### Signal metal coverage by tile

Bar = 20 µm. 16 x 16 tiles, from dark blue (low) to red (high), scaled to the fullest tile. Values are wire area over tile area, all layers added.
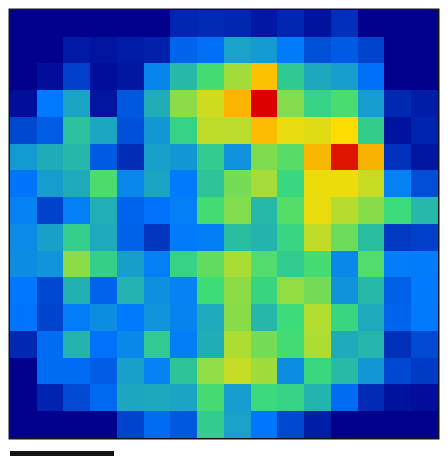
### Signal wires by layer

Bar = 20 µm.
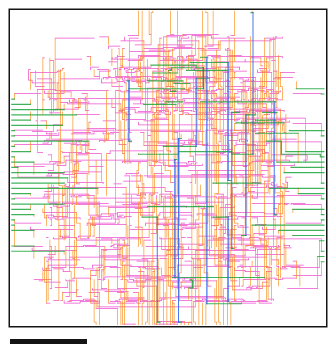
### Routing congestion

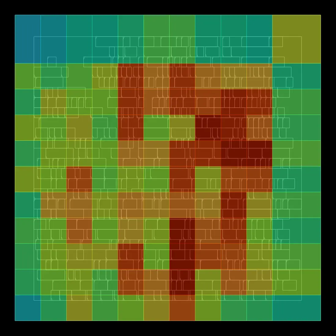
### Sequential cells colored by netlist name

Bar = 20 µm. Other cells in gray.
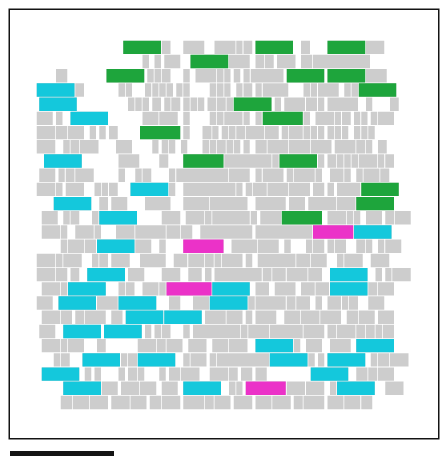
$ cat src/rtl/operand_fork_axi_pkg.sv
// Shared constants and types for the MAC operand fork.
package operand_fork_axi_pkg;

    localparam int unsigned DW_DEFAULT = 8;
    localparam int unsigned CW_DEFAULT = 16;
    localparam int unsigned NUM_LANES  = 4;

    localparam int unsigned LANE_A = 0;
    localparam int unsigned LANE_B = 1;
    localparam int unsigned LANE_C = 2;
    localparam int unsigned LANE_D = 3;

    typedef enum logic {
        StEmpty,
        StFull
    } lane_state_e;

endpackage

$ cat src/rtl/operand_fork_axi_fork_lane.sv
// One output slot of the operand fork: a data register plus a valid bit.
module operand_fork_axi_fork_lane
    import operand_fork_axi_pkg::*;
#(
    parameter int unsigned DW = DW_DEFAULT
) (
    input  logic          clk,
    input  logic          reset,
    input  logic          load,
    input  logic [DW-1:0] din,
    input  logic          ready,
    output logic [DW-1:0] dout,
    output logic          valid,
    output logic          free
);

    lane_state_e   state_q, state_d;
    logic [DW-1:0] data_q;

    // The parent only asserts load when every lane is free, so a stalled
    // FULL lane never sees load and holds its data and valid.
    always_comb begin
        state_d = state_q;
        unique case (state_q)
            StEmpty: if (load) state_d = StFull;
            StFull:  if (ready && !load) state_d = StEmpty;
            default: state_d = StEmpty;
        endcase
    end

    always_ff @(posedge clk) begin
        if (!reset) begin
            state_q <= StEmpty;
            data_q  <= '0;
        end else begin
            state_q <= state_d;
            if (load) data_q <= din;
        end
    end

    assign dout  = data_q;
    assign valid = (state_q == StFull);
    assign free  = ~valid | ready;

endmodule

$ cat src/rtl/operand_fork_axi.sv
// Forks one packed {D,C,B,A} beat into four independent valid/ready operand streams.
module operand_fork_axi
    import operand_fork_axi_pkg::*;
#(
    parameter int unsigned DW = DW_DEFAULT,
    parameter int unsigned CW = CW_DEFAULT
) (
    input  logic                clk,
    input  logic                reset,
    input  logic [4*DW-1:0]     s_data,
    input  logic                s_valid,
    output logic                s_ready,
    output logic [DW-1:0]       A,
    output logic [DW-1:0]       B,
    output logic [DW-1:0]       C,
    output logic [DW-1:0]       D,
    output logic                a_valid,
    output logic                b_valid,
    output logic                c_valid,
    output logic                d_valid,
    input  logic                a_ready,
    input  logic                b_ready,
    input  logic                c_ready,
    input  logic                d_ready,
    output logic [CW-1:0]       accept_cnt,
    output logic                busy
);

    logic [NUM_LANES-1:0] lane_ready;
    logic [NUM_LANES-1:0] lane_valid;
    logic [NUM_LANES-1:0] lane_free;
    logic [DW-1:0]        lane_data [NUM_LANES];
    logic                 accept;
    logic [CW-1:0]        cnt_q;

    assign lane_ready[LANE_A] = a_ready;
    assign lane_ready[LANE_B] = b_ready;
    assign lane_ready[LANE_C] = c_ready;
    assign lane_ready[LANE_D] = d_ready;

    // Depends only on lane state and readys, never on s_valid.
    assign s_ready = reset & (&lane_free);
    assign accept  = s_valid & s_ready;

    for (genvar i = 0; i < NUM_LANES; i++) begin : gen_lane
        operand_fork_axi_fork_lane #(
            .DW(DW)
        ) u_lane (
            .clk  (clk),
            .reset(reset),
            .load (accept),
            .din  (s_data[i*DW +: DW]),
            .ready(lane_ready[i]),
            .dout (lane_data[i]),
            .valid(lane_valid[i]),
            .free (lane_free[i])
        );
    end

    always_ff @(posedge clk) begin
        if (!reset) begin
            cnt_q <= '0;
        end else if (accept) begin
            cnt_q <= cnt_q + CW'(1);
        end
    end

    assign A       = lane_data[LANE_A];
    assign B       = lane_data[LANE_B];
    assign C       = lane_data[LANE_C];
    assign D       = lane_data[LANE_D];
    assign a_valid = lane_valid[LANE_A];
    assign b_valid = lane_valid[LANE_B];
    assign c_valid = lane_valid[LANE_C];
    assign d_valid = lane_valid[LANE_D];

    assign accept_cnt = cnt_q;
    assign busy       = |lane_valid;

endmodule

$ cat config.mk
export PLATFORM = sky130hd
export DESIGN_NAME = operand_fork_axi
export DESIGN_NICKNAME = d
export VERILOG_FILES = /design/src/rtl/operand_fork_axi_pkg.sv /design/src/rtl/operand_fork_axi_fork_lane.sv /design/src/rtl/operand_fork_axi.sv
export SDC_FILE = /design/constraint.sdc
export NUM_CORES = 1
export LEC_CHECK = 0
export ABC_AREA = 1
export ABC_CLOCK_PERIOD_IN_PS = 1700
export CAP_MARGIN = 20
export CORE_MARGIN = 5
export CORE_UTILIZATION = 42
export DETAILED_ROUTE_END_ITERATION = 6
export HOLD_SLACK_MARGIN = 0.05
export PLACE_DENSITY = 0.8
export SETUP_SLACK_MARGIN = 0.4
export SLEW_MARGIN = 10
export SYNTH_ARGS = -nofsm -noshare
export SYNTH_HDL_FRONTEND = slang
export SYNTH_HIERARCHICAL = 1
export SYNTH_SLANG_ARGS = --single-unit
$ cat constraint.sdc
create_clock -name clk -period 1.7 [get_ports clk]
set_input_delay 0.255 -clock clk [delete_from_list [all_inputs] [get_ports clk]]
set_output_delay 0.255 -clock clk [all_outputs]
set_load 0.02 [all_outputs]
==> results.json <==
{
  "grtUsageMet2_pct": 38.0,
  "synthMuxAreaShare_pct": 0,
  "skew_ns": 0.0168,
  "die_area_um2": 6720,
  "post_drt_via_cell_ratio": 4.96,
  "hpwl_um": 4060,
  "mappedNetlistNets": 349,
  "critPathTopFamily": "simple AND/OR/NAND/NOR gates",
  "worst_slew_margin_rel_pct": 68.8,
  "wl_met2_um": 4060,
  "mostFrequentLayoutCells": "nor2_1 (69), dfxtp_1 (44), nand2_1 (41)",
  "drive_above_1_share_pct": 29.3,
  "multi_input_comb_cells": 211,
  "clk_latency_ns": 0.31,
  "rr_worst_depth": 9,
  "fin_cells": 514,
  "ys_sh_xor_pct": 0.403,
  "final_design_area_no_fill_um2": 3970,
  "drt_wl_total_um": 8510,
  "pre_cts_ws_ns": -0.279,
  "htree_levels": 2,
  "tns_ns": 0,
  "ys.flops": 52,
  "coreArea_um2": 5070,
  "p_total_uw": 3070,
  "top_area_cell": "dfxtp_1",
  "clk_share_pct": 3.47,
  "yosys-stat-cells": 309,
  "synth-edff-count": 0,
  "pin_count": 93,
  "max-vdd-ir-drop_mv": 0.516,
  "port-buffer-count": 92,
  "adder_share_pct": 0.575,
  "grt_max_degree": 51,
  "comb_area_um2": 1150,
  "switchingPower_uw": 845,
  "inv_count": 45,
  "drc": 0,
  "fp-utilization_pct": 42.9,
  "signal_buffers": 128,
  "p_clk_share_pct": 33.5,
  "ys_warn_count": 6,
  "finalCritPeriodShare_pct": 97.0,
  "seqAreaFraction_pct": 26.6,
  "gp_congestion": 0.798,
  "cts_tree": "yes",
  "die_y_um": 82.0,
  "pg_comb_uw": 720,
  "grtUsageMet3_pct": 5.92,
  "cts-resized-gates": 139,
  "wl_met1_um": 3420,
  "vias": 2547,
  "cp_cell_sequence": "nand2_2, nand2_2, buf_6, nor3_4, buf_4, buf_6, buf_16, o21ai_0, nor2_1",
  "wl_met3_um": 633,
  "topCellsByArea": "dfxtp_1 (48%), nor2_1 (16%), nand2_1 (8.6%)",
  "r2r_start": "gen_lane[1].u_lane/valid$_SDFF_PN0_",
  "ant_nets": 0,
  "seq_cell_count": 52,
  "flop_cell": "dfxtp_1",
  "p_sw_share_pct": 27.5,
  "grt_overflow": 0,
  "warning_count": 29,
  "finalCriticalPeriod_ns": 1.65,
  "nets": 483,
  "wl_per_cell_um": 16.6,
  "status": "finished clean",
  "worst-path-max-fanout": 6,
  "max_cap_viol_count": 0,
  "logic_family": "simple AND/OR/NAND/NOR gates",
  "first_global_vias": 2409,
  "setup_slack_ns": 0.0503,
  "register_area_um2": 1050,
  "min_to": "gen_lane[1].u_lane/valid$_SDFF_PN0_",
  "syn2layout_area_growth_pct": 82.3,
  "antenna_cells": 0,
  "worst_pin_slew_ns": 0.468,
  "seq-power_uw": 1330,
  "placed_cell_area_um2": 3280,
  "slowest_stage": "dfxtp_2",
  "synth_area_per_cell_um2": 7.04,
  "common_cells": "nor2_1 (90), dfxtp_1 (52), nand2_1 (50), inv_1 (39), o21ai_0 (33)",
  "comb_area_share_pct": 29.1,
  "start_kind": "register",
  "dp_cells": 480,
  "nonClkBufAreaFrac_pct": 33.4,
  "fill_cells": 360,
  "setup_viol_count_final": 0,
  "rsz0062_at_grt": "yes",
  "crit_start": "gen_lane[1].u_lane/valid$_SDFF_PN0_",
  "fmax_ghz": 0.606,
  "lay_top_count": "nor2_1",
  "rr_endpoint": "gen_lane[2].u_lane/dout[7]$_SDFFE_PN0P_",
  "cts_sinks": 52,
  "holdWs_ns": 0.445,
  "top_cell_area_share_pct": 47.9,
  "dominant_cells": "non-clock buffers",
  "clkbuf_count": 5,
  "regToRegSetupSlack_ns": 0.05,
  "yosysUniqueCellTypes": 20,
  "p_clk_uw": 1030,
  "slew_viol_final": 0,
  "layout.core_utilization_pct": 78.1,
  "syn_inst": 309,
  "hold_viol_final": 0,
  "numCtsBuffers": 5,
  "p_comb_share_pct": 23.4,
  "seqPwrFrac_pct": 43.1,
  "synth.cellmix.compoundShare_pct": 10.4,
  "power_density_nw_per_um2": 776,
  "yosys-stat-area_um2": 2170,
  "whs_path_depth": 6,
  "largest_reg_flops": 32,
  "grt_pass1_wl_um": 11300,
  "worstSetupPathDepth": 9,
  "clock-root-buffer": "clkbuf_8",
  "path_clk_slew_ns": 0.10,
  "endpoint_kind": "register",
  "synth.most_common_cell": "nor2_1",
  "rows": 26,
  "crit_path_end": "gen_lane[2].u_lane/dout[7]$_SDFFE_PN0P_",
  "well_tap_count": 70,
  "top_layer": "met4",
  "min-delay-start": "b_ready",
  "arrival_ns": 1.89,
  "holdCritPathClass": "in -> reg",
  "syn_area_um2": 2170,
  "critPathMaxStageDelay_ns": 0.36,
  "crit_buf_inv": 4,
  "cts_buffer_depth": 2,
  "maxPowerGroup": "sequential cells",
  "die_w_um": 82.0,
  "p_leak_uw": 0.00187,
  "cts_setup_buffers": 12,
  "drt_iter0_drc": 151,
  "critical_path_class": "reg -> reg",
  "ys_sh_simple_pct": 32.5,
  "cts-hold-fix-buffers": 0,
  "first_pass_iters": 4,
  "p_int_uw": 2230,
  "ys_async_sr_fraction_pct": 0
}
Back to the opening pictures, 'Signal metal coverage by tile':
- nearly empty tiles: 10%
- mean over tiles: 0.21
- emptiest ninth of the die: north-west
- fullest tile: 0.66
- tiles over half the peak: 21%

Back to the opening pictures, 'Signal wires by layer':
- green: met3 (wire length 633 µm)
- blue: met4 (wire length 393 µm)
- orange: met2 (wire length 4,060 µm)
- magenta: met1 (wire length 3,420 µm)

Back to the opening pictures, 'Routing congestion':
Tot GR Track Use: 21.9%
grt met1 use: 26.0%

Back to the opening pictures, 'Sequential cells colored by netlist name':
- magenta: `gen_lane.u_lane/valid` (placed flops 4)
- green: `accept_cnt` (placed flops 16)
- cyan: `gen_lane.u_lane/dout` (placed flops 32)

